`src/rtl/prog_mem_pkg.sv`:
```
// Shared definitions for the program memory arbiter: parameter defaults,
// FSM state encodings and small index helpers.
package prog_mem_pkg;

  localparam int NUM_CONSUMERS_DEF = 4;
  localparam int ADDR_BITS_DEF     = 8;
  localparam int DATA_BITS_DEF     = 16;

  localparam logic [1:0] ST_IDLE         = 2'b00;
  localparam logic [1:0] ST_READ_WAITING = 2'b01;
  localparam logic [1:0] ST_RELAYING     = 2'b10;

  // Width of an index into n requesters; never narrower than one bit.
  function automatic int idxWidth(input int n);
    return (n > 1) ? $clog2(n) : 1;
  endfunction

  // Next round-robin position after idx, wrapping back to zero at n.
  function automatic int wrapInc(input int idx, input int n);
    return (idx + 1 >= n) ? 0 : idx + 1;
  endfunction

endpackage

```
`src/rtl/prog_mem_arbiter_if.sv`:
```
// Fetch-side and program-memory-side bus of the arbiter. The master modport
// is the arbiter itself; the slave modport is the consumers plus memory.
interface prog_mem_arbiter_if
  import prog_mem_pkg::*;
#(
  parameter int NUM_CONSUMERS = NUM_CONSUMERS_DEF,
  parameter int ADDR_BITS     = ADDR_BITS_DEF,
  parameter int DATA_BITS     = DATA_BITS_DEF
);

  logic [NUM_CONSUMERS-1:0]                consumer_read_valid;
  logic [NUM_CONSUMERS-1:0][ADDR_BITS-1:0] consumer_read_address;
  logic [NUM_CONSUMERS-1:0]                consumer_read_ready;
  logic [NUM_CONSUMERS-1:0][DATA_BITS-1:0] consumer_read_data;

  logic                 mem_read_valid;
  logic [ADDR_BITS-1:0] mem_read_address;
  logic                 mem_read_ready;
  logic [DATA_BITS-1:0] mem_read_data;

  modport master (
    input  consumer_read_valid,
    input  consumer_read_address,
    output consumer_read_ready,
    output consumer_read_data,
    output mem_read_valid,
    output mem_read_address,
    input  mem_read_ready,
    input  mem_read_data
  );

  modport slave (
    output consumer_read_valid,
    output consumer_read_address,
    input  consumer_read_ready,
    input  consumer_read_data,
    input  mem_read_valid,
    input  mem_read_address,
    output mem_read_ready,
    output mem_read_data
  );

endinterface

```
`src/rtl/prog_mem_arbiter_rr_picker.sv`:
```
// Combinational round-robin search: returns the first set request bit at or
// above the pointer, wrapping modulo the number of requesters.
module rr_picker
  import prog_mem_pkg::*;
#(
  parameter int NUM_REQ = NUM_CONSUMERS_DEF,
  parameter int IDX_W   = idxWidth(NUM_REQ)
) (
  input  logic [NUM_REQ-1:0] i_req,
  input  logic [IDX_W-1:0]   i_ptr,
  output logic               o_found,
  output logic [IDX_W-1:0]   o_idx
);

  logic [IDX_W-1:0] w_cand;

  // Walk candidates in priority order starting at the pointer; first hit wins.
  always_comb begin
    o_found = 1'b0;
    o_idx   = '0;
    w_cand  = '0;
    for (int i = 0; i < NUM_REQ; i++) begin
      w_cand = IDX_W'((int'(i_ptr) + i) % NUM_REQ);
      if (!o_found && i_req[w_cand]) begin
        o_found = 1'b1;
        o_idx   = w_cand;
      end
    end
  end

endmodule

```
`src/rtl/prog_mem_arbiter.sv`:
```
// Round-robin arbiter sharing one program memory read port among several
// instruction-fetch consumers. One transaction at a time: grant, wait for
// memory, relay the word until the consumer drops its request.
// Note: the port named reset is active-low and asynchronous.
module prog_mem_arbiter
  import prog_mem_pkg::*;
#(
  parameter int NUM_CONSUMERS = NUM_CONSUMERS_DEF,
  parameter int ADDR_BITS     = ADDR_BITS_DEF,
  parameter int DATA_BITS     = DATA_BITS_DEF
) (
  input  logic              clk,
  input  logic              reset,
  prog_mem_arbiter_if.master bus,
  output logic              busy
);

  localparam int IDX_W = idxWidth(NUM_CONSUMERS);

  logic [1:0]                              r_state;
  logic [IDX_W-1:0]                        r_rrPtr;
  logic [IDX_W-1:0]                        r_grantIdx;
  logic                                    r_memValid;
  logic [ADDR_BITS-1:0]                    r_memAddr;
  logic [NUM_CONSUMERS-1:0]                r_ready;
  logic [NUM_CONSUMERS-1:0][DATA_BITS-1:0] r_data;

  logic             w_found;
  logic [IDX_W-1:0] w_pickIdx;

  rr_picker #(
    .NUM_REQ (NUM_CONSUMERS),
    .IDX_W   (IDX_W)
  ) u_picker (
    .i_req   (bus.consumer_read_valid),
    .i_ptr   (r_rrPtr),
    .o_found (w_found),
    .o_idx   (w_pickIdx)
  );

  // Transaction FSM: grant in IDLE, hold the memory request until the word
  // arrives, then keep ready up until the granted consumer lets go.
  always_ff @(posedge clk or negedge reset) begin
    if (!reset) begin
      r_state    <= ST_IDLE;
      r_rrPtr    <= '0;
      r_grantIdx <= '0;
      r_memValid <= 1'b0;
      r_memAddr  <= '0;
      r_ready    <= '0;
      r_data     <= '0;
    end else begin
      case (r_state)
        ST_IDLE: begin
          if (w_found) begin
            r_grantIdx <= w_pickIdx;
            r_memAddr  <= bus.consumer_read_address[w_pickIdx];
            r_memValid <= 1'b1;
            r_state    <= ST_READ_WAITING;
          end
        end
        ST_READ_WAITING: begin
          if (bus.mem_read_ready) begin
            r_data[r_grantIdx]  <= bus.mem_read_data;
            r_ready             <= '0;
            r_ready[r_grantIdx] <= 1'b1;
            r_memValid          <= 1'b0;
            r_state             <= ST_RELAYING;
          end
        end
        ST_RELAYING: begin
          if (!bus.consumer_read_valid[r_grantIdx]) begin
            r_ready <= '0;
            r_rrPtr <= IDX_W'(wrapInc(int'(r_grantIdx), NUM_CONSUMERS));
            r_state <= ST_IDLE;
          end
        end
        default: begin
          r_ready    <= '0;
          r_memValid <= 1'b0;
          r_state    <= ST_IDLE;
        end
      endcase
    end
  end

  assign bus.consumer_read_ready = r_ready;
  assign bus.consumer_read_data  = r_data;
  assign bus.mem_read_valid      = r_memValid;
  assign bus.mem_read_address    = r_memAddr;
  assign busy                    = (r_state != ST_IDLE);

endmodule

```
`src/flat_wrapper.sv`:
```
// flat-port wrapper written by rule: the top's interface ports become plain ports
module prog_mem_arbiter_flat import prog_mem_pkg::*;
#(
  parameter int NUM_CONSUMERS = NUM_CONSUMERS_DEF,
  parameter int ADDR_BITS     = ADDR_BITS_DEF,
  parameter int DATA_BITS     = DATA_BITS_DEF
)
  (clk, reset, busy, bus_consumer_read_valid, bus_consumer_read_address, bus_consumer_read_ready, bus_consumer_read_data, bus_mem_read_valid, bus_mem_read_address, bus_mem_read_ready, bus_mem_read_data);
  prog_mem_arbiter_if #(.NUM_CONSUMERS(NUM_CONSUMERS), .ADDR_BITS(ADDR_BITS), .DATA_BITS(DATA_BITS)) bus_i ();
  input  logic clk;
  input  logic reset;
  output logic busy;
  input wire logic [$bits(bus_i.consumer_read_valid)-1:0] bus_consumer_read_valid;
  input wire logic [$bits(bus_i.consumer_read_address)-1:0] bus_consumer_read_address;
  output wire logic [$bits(bus_i.consumer_read_ready)-1:0] bus_consumer_read_ready;
  output wire logic [$bits(bus_i.consumer_read_data)-1:0] bus_consumer_read_data;
  output wire logic [$bits(bus_i.mem_read_valid)-1:0] bus_mem_read_valid;
  output wire logic [$bits(bus_i.mem_read_address)-1:0] bus_mem_read_address;
  input wire logic [$bits(bus_i.mem_read_ready)-1:0] bus_mem_read_ready;
  input wire logic [$bits(bus_i.mem_read_data)-1:0] bus_mem_read_data;
  assign bus_i.consumer_read_valid = bus_consumer_read_valid;
  assign bus_i.consumer_read_address = bus_consumer_read_address;
  assign bus_consumer_read_ready = bus_i.consumer_read_ready;
  assign bus_consumer_read_data = bus_i.consumer_read_data;
  assign bus_mem_read_valid = bus_i.mem_read_valid;
  assign bus_mem_read_address = bus_i.mem_read_address;
  assign bus_i.mem_read_ready = bus_mem_read_ready;
  assign bus_i.mem_read_data = bus_mem_read_data;
  prog_mem_arbiter #(.NUM_CONSUMERS(NUM_CONSUMERS), .ADDR_BITS(ADDR_BITS), .DATA_BITS(DATA_BITS)) u_core (.clk(clk), .reset(reset), .bus(bus_i), .busy(busy));
endmodule
```
`config.mk`:
```
export PLATFORM = sky130hd
export DESIGN_NAME = prog_mem_arbiter_flat
export DESIGN_NICKNAME = d
export VERILOG_FILES = /design/src/rtl/prog_mem_pkg.sv /design/src/rtl/prog_mem_arbiter_if.sv /design/src/rtl/prog_mem_arbiter_rr_picker.sv /design/src/rtl/prog_mem_arbiter.sv /design/src/flat_wrapper.sv
export SDC_FILE = /design/constraint.sdc
export NUM_CORES = 1
export LEC_CHECK = 0
export ABC_CLOCK_PERIOD_IN_PS = 2180
export CAP_MARGIN = 20
export CORE_ASPECT_RATIO = 2
export CORE_UTILIZATION = 45
export DETAILED_ROUTE_END_ITERATION = 12
export GPL_ROUTABILITY_DRIVEN = 0
export HOLD_SLACK_MARGIN = 0.02
export PLACE_DENSITY_LB_ADDON = 0.2
export SLEW_MARGIN = 20
export SYNTH_ARGS = -nofsm -noshare
export SYNTH_HDL_FRONTEND = slang
export SYNTH_HIERARCHICAL = 1
export SYNTH_SLANG_ARGS = --single-unit
```
`constraint.sdc`:
```
create_clock -name clk -period 2.18 [get_ports clk]
set_input_delay 0.218 -clock clk [delete_from_list [all_inputs] [get_ports clk]]
set_output_delay 0.218 -clock clk [all_outputs]
set_load 0.005 [all_outputs]
```
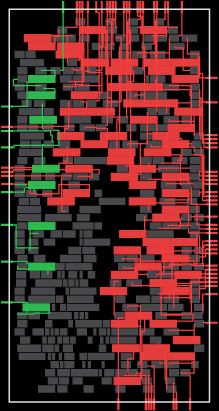
*Port wiring*
(3 px per µm)
`bus_mem_read_address` -> green  # bits 8, direction output, end cells 8, wire 227 µm
`bus_consumer_read_data` -> red  # bits 64, direction output, end cells 64, wire 1,940 µm

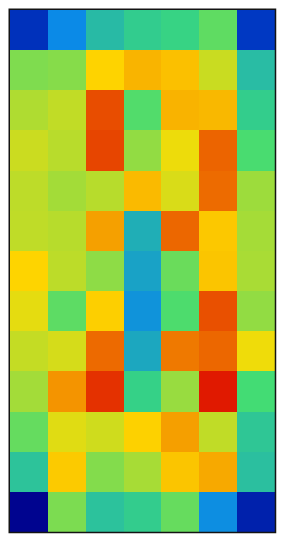
*Cell area per tile*
(4 px per µm) The die is cut into 7 by 13 equal tiles; dark blue is low, red is high, 0 to 100% covered.
nearly empty tiles = 1.1%
fullest tile = 97%
densest ninth of the die = middle right
mean over tiles = 63%

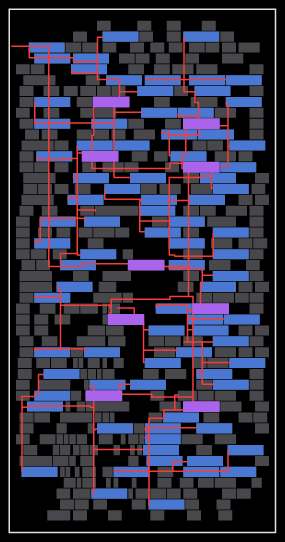
*Clock network drawn from the DEF*
(4 px per µm)
flip-flops -> blue  # count 83
clock wires -> red  # length 1,000 µm
clock drivers -> purple  # count 9
flops lie = widely spread

==> results.toml <==
# flow metrics
[outcome]
status = "complete, no violations"

[setup_path]
required_ps = 2390
cp-startpoint = "u_core/r_rrPtr[1]$_DFFE_PN0P_"
cp-end-kind = "register"
path_buffers = 1
endpoint = "u_core/bus.mem_read_address[2]$_DFFE_PN0P_"
path_depth = 5
r2r_slack_ps = 190

[synth]
top_cells_by_area = "dfrtp_1, mux2_2, mux2_4, mux4_2, nand2_8"
syn_area_per_cell_um2 = 15.9
adder_share = 0.0135
top_area_frac = 0.560
ys_cells = 234
postSynthCellCount = 234
synth_area_um2 = 3710
xor_share = 0
compound_area_frac = 0.0327
synthTopCellsByCount = "dfrtp_1, mux2_2, mux2_4"
yosysMostFrequentCell = "dfrtp_1"
yosysWarnings = 6
numSynthFlops = 83
synth_nets = 293

[power_and_ir_drop]
leakage_nw = 2.46
seq_power_share = 0.348
swShare = 0.275
pwr-share-clk = 0.208
p_switching_w = 0.00223
vdd_drop_max_mv = 1.00
largestPowerGroup = "combinational cells"

[finish]
lay_top_cells = "clkdlybuf4s50_1, dfrtp_1, mux2_2, mux2_4, inv_1"
layout-drive-gt1-share = 0.305
layout_top_cell = "clkdlybuf4s50_1"
syn2layout_area_growth_pct = 48.8
stdcell_count = 480
n_antenna_cell = 0

[die]
num_io_pins = 133
initial_utilization = 0.467
die-area_um2 = 8640
die_x_um = 66.2
rows = 46
dieHeight_um = 130

[grt]
use_met3 = 0.0582
grt_max_degree = 49
grt_pass1_vias = 2733
grt_overflow = 0
gr-max-usage-layer = "met2"
antenna_found_initial = 0
grt_util_met1 = 0.236
grt_pass1_wl_um = 13700

[timing]
setup_viol = 0
fin_worst_skew_ps = 4.51
hold_viol_final = 0
rsz0062_at_grt = "no"
whs_ps = 394
fmax_mhz = 503
worstMarginPinSlew_ps = 487

[detailed_routing]
dr_total_vias = 2507
wl_per_cell_um = 17.8
drtIter0Drc = 175
ant_nets = 0

[cts]
cts_buffer_depth = 2
cts_setup_buffers = 0
clock_sinks = 83
cts_tree = "built"
cts.hold.buffers_added = 1

[placed_design]
placed_cells = 462
dp_slack_ps = -331

[worst_hold_path]
worstHoldPathType = "primary input to asynchronous set/reset pin"

[flow_run]
drv_cap = 0
-- per-layer routing --
layer  vias up  wire length [µm]
met3         8               484
met5         -                 0
met2        98              4910
met4         0               113
li1       1136                 -
met1      1265              3050
-- registers in the layout, summed over array words and instances (netlist names) --
register and count:
u_core/r_grantIdx 2, u_core/bus.consumer_read_data 64, u_core/bus.mem_read_valid 1, u_core/bus.consumer_read_ready 4, u_core/r_rrPtr 2, u_core/r_state 2
u_core/bus.mem_read_address 8
-- final cells by class --
type / instances / area, µm²
fill: 597 / 2420
sequential: 83 / 2080
multi-input combinational: 128 / 1510
timing repair buffer: 143 / 1430
clock buffer: 13 / 270
tap: 96 / 120
clock inverter: 3 / 68.8
inverter: 14 / 52.6
Power and IR drop assume default switching activity.
